===== src/rtl/axis_row_split_pkg.sv =====
// rtl/axis_row_split_pkg.sv - shared constants for the row splitter
//
// Purpose: default row-counter width, stream data width and the parity
//          encoding used to pick the destination output of a row.
// Ports:   none (package).
package axis_row_split_pkg;

    // Default width of the row counter / row_idx output.
    localparam int LINE_CNT_W_DEF = 12;

    // Width of the pixel data carried by the Axis stream.
    localparam int AXIS_DATA_W = 16;

    // Row parity encoding: even rows leave on out0, odd rows on out1.
    localparam logic PAR_EVEN = 1'b0;
    localparam logic PAR_ODD  = 1'b1;

endpackage


===== src/rtl/Axis.sv =====
// rtl/Axis.sv - pixel stream interface with start-of-frame / end-of-line markers
//
// Purpose: carries one pixel per beat with valid/ready handshake.
// Signals: data  - pixel payload
//          sof   - first beat of a frame
//          eol   - last beat of a row
//          valid - source holds a beat
//          ready - sink accepts the beat this cycle
interface Axis;
    import axis_row_split_pkg::*;

    logic [AXIS_DATA_W-1:0] data;
    logic                   sof;
    logic                   eol;
    logic                   valid;
    logic                   ready;

    modport Master (output data, output sof, output eol, output valid, input ready);
    modport Slave  (input data, input sof, input eol, input valid, output ready);

endinterface


===== src/rtl/axis_row_split.sv =====
// rtl/axis_row_split.sv - route alternate rows of a pixel stream to two outputs
//
// Purpose: even rows (0, 2, 4, ...) go to out0, odd rows to out1, through a
//          single registered output slot (1-cycle latency, full throughput).
// Ports:   clk      - clock, rising edge
//          rst      - asynchronous active-high reset
//          in       - input stream (Axis.Slave)
//          out0     - even-row output stream (Axis.Master)
//          out1     - odd-row output stream (Axis.Master)
//          row_idx  - row index of the beat held in the output slot
//          sof_err  - sticky: sof accepted while a row was still open
//          clr_err  - synchronous clear of sof_err (set wins)
module axis_row_split
    import axis_row_split_pkg::*;
#(
    parameter int LINE_CNT_W = LINE_CNT_W_DEF
) (
    input  logic                  clk,
    input  logic                  rst,
    Axis.Slave                    in,
    Axis.Master                   out0,
    Axis.Master                   out1,
    output logic [LINE_CNT_W-1:0] row_idx,
    output logic                  sof_err,
    input  logic                  clr_err
);

    // Output slot
    logic                   r_slot_valid;
    logic                   r_dest;
    logic [AXIS_DATA_W-1:0] r_data;
    logic                   r_sof;
    logic                   r_eol;
    logic [LINE_CNT_W-1:0]  r_row_idx;

    // Row tracking for the next accepted beat
    logic                   r_parity;
    logic                   r_row_open;
    logic [LINE_CNT_W-1:0]  r_row_cnt;
    logic                   r_sof_err;

    logic                   w_sel_ready;
    logic                   w_in_ready;
    logic                   w_acc;
    logic                   w_beat_par;
    logic [LINE_CNT_W-1:0]  w_beat_row;
    logic [LINE_CNT_W-1:0]  w_row_next;

    always_comb begin
        w_sel_ready = (r_dest == PAR_ODD) ? out1.ready : out0.ready;
        // The slot can take a new beat when empty or when it drains this cycle.
        w_in_ready  = ~r_slot_valid | w_sel_ready;
        w_acc       = in.valid & w_in_ready;
        // sof restarts the frame: the beat belongs to row 0 regardless of history.
        w_beat_par  = in.sof ? PAR_EVEN : r_parity;
        w_beat_row  = in.sof ? '0 : r_row_cnt;
        // Row counter saturates; parity keeps toggling independently.
        w_row_next  = (&w_beat_row) ? w_beat_row : w_beat_row + LINE_CNT_W'(1);
    end

    assign in.ready   = w_in_ready;
    assign out0.valid = r_slot_valid & (r_dest == PAR_EVEN);
    assign out1.valid = r_slot_valid & (r_dest == PAR_ODD);
    assign out0.data  = r_data;
    assign out1.data  = r_data;
    assign out0.sof   = r_sof;
    assign out1.sof   = r_sof;
    assign out0.eol   = r_eol;
    assign out1.eol   = r_eol;
    assign row_idx    = r_row_idx;
    assign sof_err    = r_sof_err;

    always_ff @(posedge clk or posedge rst) begin
        if (rst) begin
            r_slot_valid <= 1'b0;
            r_dest       <= PAR_EVEN;
            r_data       <= '0;
            r_sof        <= 1'b0;
            r_eol        <= 1'b0;
            r_row_idx    <= '0;
            r_parity     <= PAR_EVEN;
            r_row_open   <= 1'b0;
            r_row_cnt    <= '0;
            r_sof_err    <= 1'b0;
        end else begin
            if (w_acc) begin
                // Push (possibly simultaneous with a pop of the previous beat).
                r_slot_valid <= 1'b1;
                r_dest       <= w_beat_par;
                r_data       <= in.data;
                r_sof        <= in.sof;
                r_eol        <= in.eol;
                r_row_idx    <= w_beat_row;
                if (in.eol) begin
                    r_row_open <= 1'b0;
                    r_parity   <= ~w_beat_par;
                    r_row_cnt  <= w_row_next;
                end else begin
                    r_row_open <= 1'b1;
                    r_parity   <= w_beat_par;
                    r_row_cnt  <= w_beat_row;
                end
            end else if (w_sel_ready) begin
                r_slot_valid <= 1'b0;
            end

            if (w_acc && in.sof && r_row_open) begin
                r_sof_err <= 1'b1;
            end else if (clr_err) begin
                r_sof_err <= 1'b0;
            end
        end
    end

endmodule


===== src/flat_wrapper.sv =====
// flat-port wrapper written by rule: the top's interface ports become plain ports
module axis_row_split_flat import axis_row_split_pkg::*;
#(
    parameter int LINE_CNT_W = LINE_CNT_W_DEF
)
  (clk, rst, row_idx, sof_err, clr_err, in_data, in_sof, in_eol, in_valid, in_ready, out0_data, out0_sof, out0_eol, out0_valid, out0_ready, out1_data, out1_sof, out1_eol, out1_valid, out1_ready);
  Axis in_i ();
  Axis out0_i ();
  Axis out1_i ();
  input  logic clk;
  input  logic rst;
  output logic [LINE_CNT_W-1:0] row_idx;
  output logic sof_err;
  input  logic clr_err;
  input wire logic [$bits(in_i.data)-1:0] in_data;
  input wire logic [$bits(in_i.sof)-1:0] in_sof;
  input wire logic [$bits(in_i.eol)-1:0] in_eol;
  input wire logic [$bits(in_i.valid)-1:0] in_valid;
  output wire logic [$bits(in_i.ready)-1:0] in_ready;
  output wire logic [$bits(out0_i.data)-1:0] out0_data;
  output wire logic [$bits(out0_i.sof)-1:0] out0_sof;
  output wire logic [$bits(out0_i.eol)-1:0] out0_eol;
  output wire logic [$bits(out0_i.valid)-1:0] out0_valid;
  input wire logic [$bits(out0_i.ready)-1:0] out0_ready;
  output wire logic [$bits(out1_i.data)-1:0] out1_data;
  output wire logic [$bits(out1_i.sof)-1:0] out1_sof;
  output wire logic [$bits(out1_i.eol)-1:0] out1_eol;
  output wire logic [$bits(out1_i.valid)-1:0] out1_valid;
  input wire logic [$bits(out1_i.ready)-1:0] out1_ready;
  assign in_i.data = in_data;
  assign in_i.sof = in_sof;
  assign in_i.eol = in_eol;
  assign in_i.valid = in_valid;
  assign in_ready = in_i.ready;
  assign out0_data = out0_i.data;
  assign out0_sof = out0_i.sof;
  assign out0_eol = out0_i.eol;
  assign out0_valid = out0_i.valid;
  assign out0_i.ready = out0_ready;
  assign out1_data = out1_i.data;
  assign out1_sof = out1_i.sof;
  assign out1_eol = out1_i.eol;
  assign out1_valid = out1_i.valid;
  assign out1_i.ready = out1_ready;
  axis_row_split #(.LINE_CNT_W(LINE_CNT_W)) u_core (.clk(clk), .rst(rst), .in(in_i), .out0(out0_i), .out1(out1_i), .row_idx(row_idx), .sof_err(sof_err), .clr_err(clr_err));
endmodule

===== config.mk =====
export PLATFORM = sky130hd
export DESIGN_NAME = axis_row_split_flat
export DESIGN_NICKNAME = d
export VERILOG_FILES = /design/src/rtl/axis_row_split_pkg.sv /design/src/rtl/Axis.sv /design/src/rtl/axis_row_split.sv /design/src/flat_wrapper.sv
export SDC_FILE = /design/constraint.sdc
export NUM_CORES = 1
export LEC_CHECK = 0
export CORE_AREA = 10 10 77 85
export DETAILED_ROUTE_END_ITERATION = 8
export DIE_AREA = 0 0 87 95
export HOLD_SLACK_MARGIN = 0.06
export PLACE_DENSITY = 0.83
export SKIP_CTS_REPAIR_TIMING = 1
export SYNTH_ARGS = -nofsm -noshare
export SYNTH_HDL_FRONTEND = slang
export SYNTH_SLANG_ARGS = --single-unit

===== constraint.sdc =====
create_clock -name clk -period 3.09 [get_ports clk]
set_clock_uncertainty 0.1 [all_clocks]
set_input_delay 0.309 -clock clk [delete_from_list [all_inputs] [get_ports clk]]
set_output_delay 0.309 -clock clk [all_outputs]
set_load 0.05 [all_outputs]

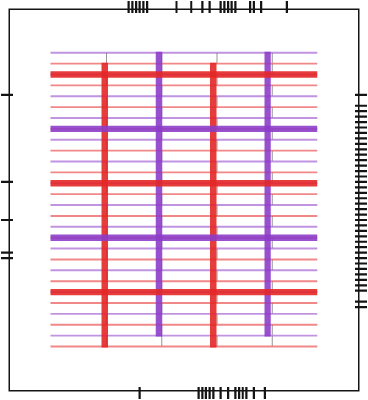
(images/pdn.png)
(4 px per um) Pins as bars on the die edge. Tap cells in gray.
Key: red = VSS; purple = VDD
28 met1 rails follow the rows. 76 signal pins sit on the boundary.
core area: 4898 um^2
die width: 87 um

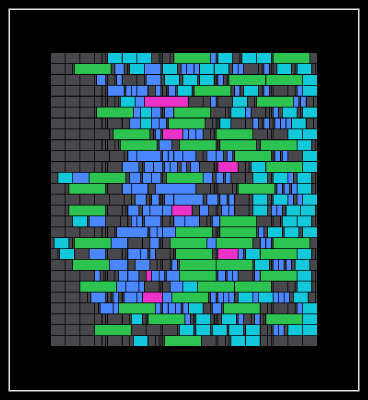
(images/cell_classes.png)
(4 px per um) Fill, decap, tap and diode cells in gray.
Key: magenta = clock drivers and dummy loads [cells 7, share of their area 3.4%]; cyan = other buffers and delay cells [cells 79, share of their area 26%]; green = flops [cells 47, share of their area 39%]; blue = all other logic [cells 163, share of their area 32%]
post-layout instance area: 3080 um^2
flop share of the area: 38.18%
utilization after layout: 62.89%
site row count: 27

==> flow_summary.ini <==
; yosys + openroad results
[outcome]
status = finished, final reports clean

[setup_path]
crit_fanout = 5
worstReg2RegStart = u_core.r_dest
reg2reg_slack_ps = 1040
startpoint = u_core.r_dest

[timing]
rsz0062_at_grt = false
hold_viol = 0
setup_ws_ps = 782.7

[drt]
maxUsedRoutingLayer = met4
dr_wl_met2_mm = 2.797

[pwr]
sw_frac_of_total_pct = 40.06
netSwitchingPower_uw = 797.8
ir_worst_vdd_v = 0.0003003
power.total_mw = 1.991

[placement]
gp_congestion = 0.9580
place_inst = 347

[synth]
ys_cells = 237
edf_count = 0
synth_warnings = 0

[die]
fp_util_pct = 46.90

[global_routing]
antenna_found_initial = 0
grt_use_met3_pct = 4.996
grt_pass1_wl_mm = 8.631

[clock_network]
clk_pin_slew_ps = 80
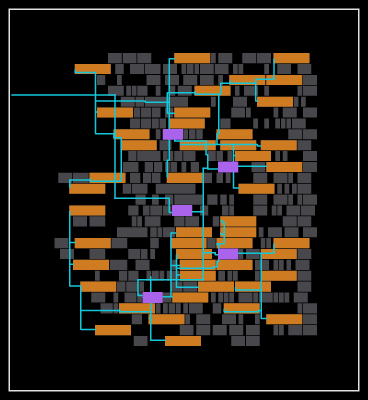
(images/clock_map.png)
(4 px per um)
Key: cyan = clock wires [length 559 um]; orange = flip-flops [count 47]; purple = cells driving clock nets [count 5]
There are 6 routed clock nets.
worst skew pair latency: 290 ps
Clock power frac: 21.6%
clock network power: 430 uW

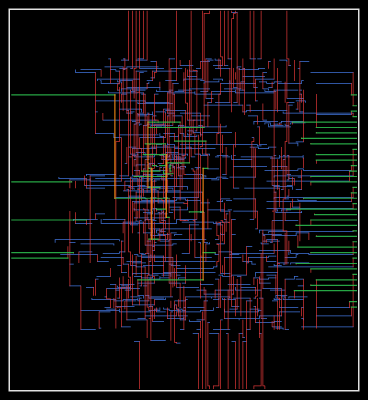
(images/metal_stack.png)
(4 px per um)
Key: blue = met1 [wire length 2120 um]; green = met3 [wire length 490 um]; red = met2 [wire length 2800 um]; orange = met4 [wire length 103 um]
vias post-DR: 1841
DRT Wirelength: 5.514 mm
WL/cell: 15.58 um

## area by class of cell
class,count,area share [%]
Inverter,4,0.4874
Multi-Input combinational cell,159,30.30
Clock inverter,1,0.9748
Clock buffer,6,2.356
Sequential cell,47,38.18
Tap cell,58,2.356
Timing Repair Buffer,79,25.35
## logic make-up (layout without fill, tap and decap cells)
family                   Yosys count  in the layout  synth area share [%]
adder cells (fa/ha/maj)            1              1                0.5446
buffers and inverters             31             90                 8.497
AND/OR/NAND/NOR                  117            117                 24.95
XOR/XNOR                           7              7                 2.669
multiplexers                       8              8                 3.812
AND-OR/OR-AND                     26             26                 8.334
flip-flops                        47             47                 51.20
## critical path: stages, from the launching register on
cell	delay (ps)
dfrtp_1	440
mux2i_1	330
nand2_1	120
clkdlybuf4s50_1	710
Power and IR drop assume default switching activity.
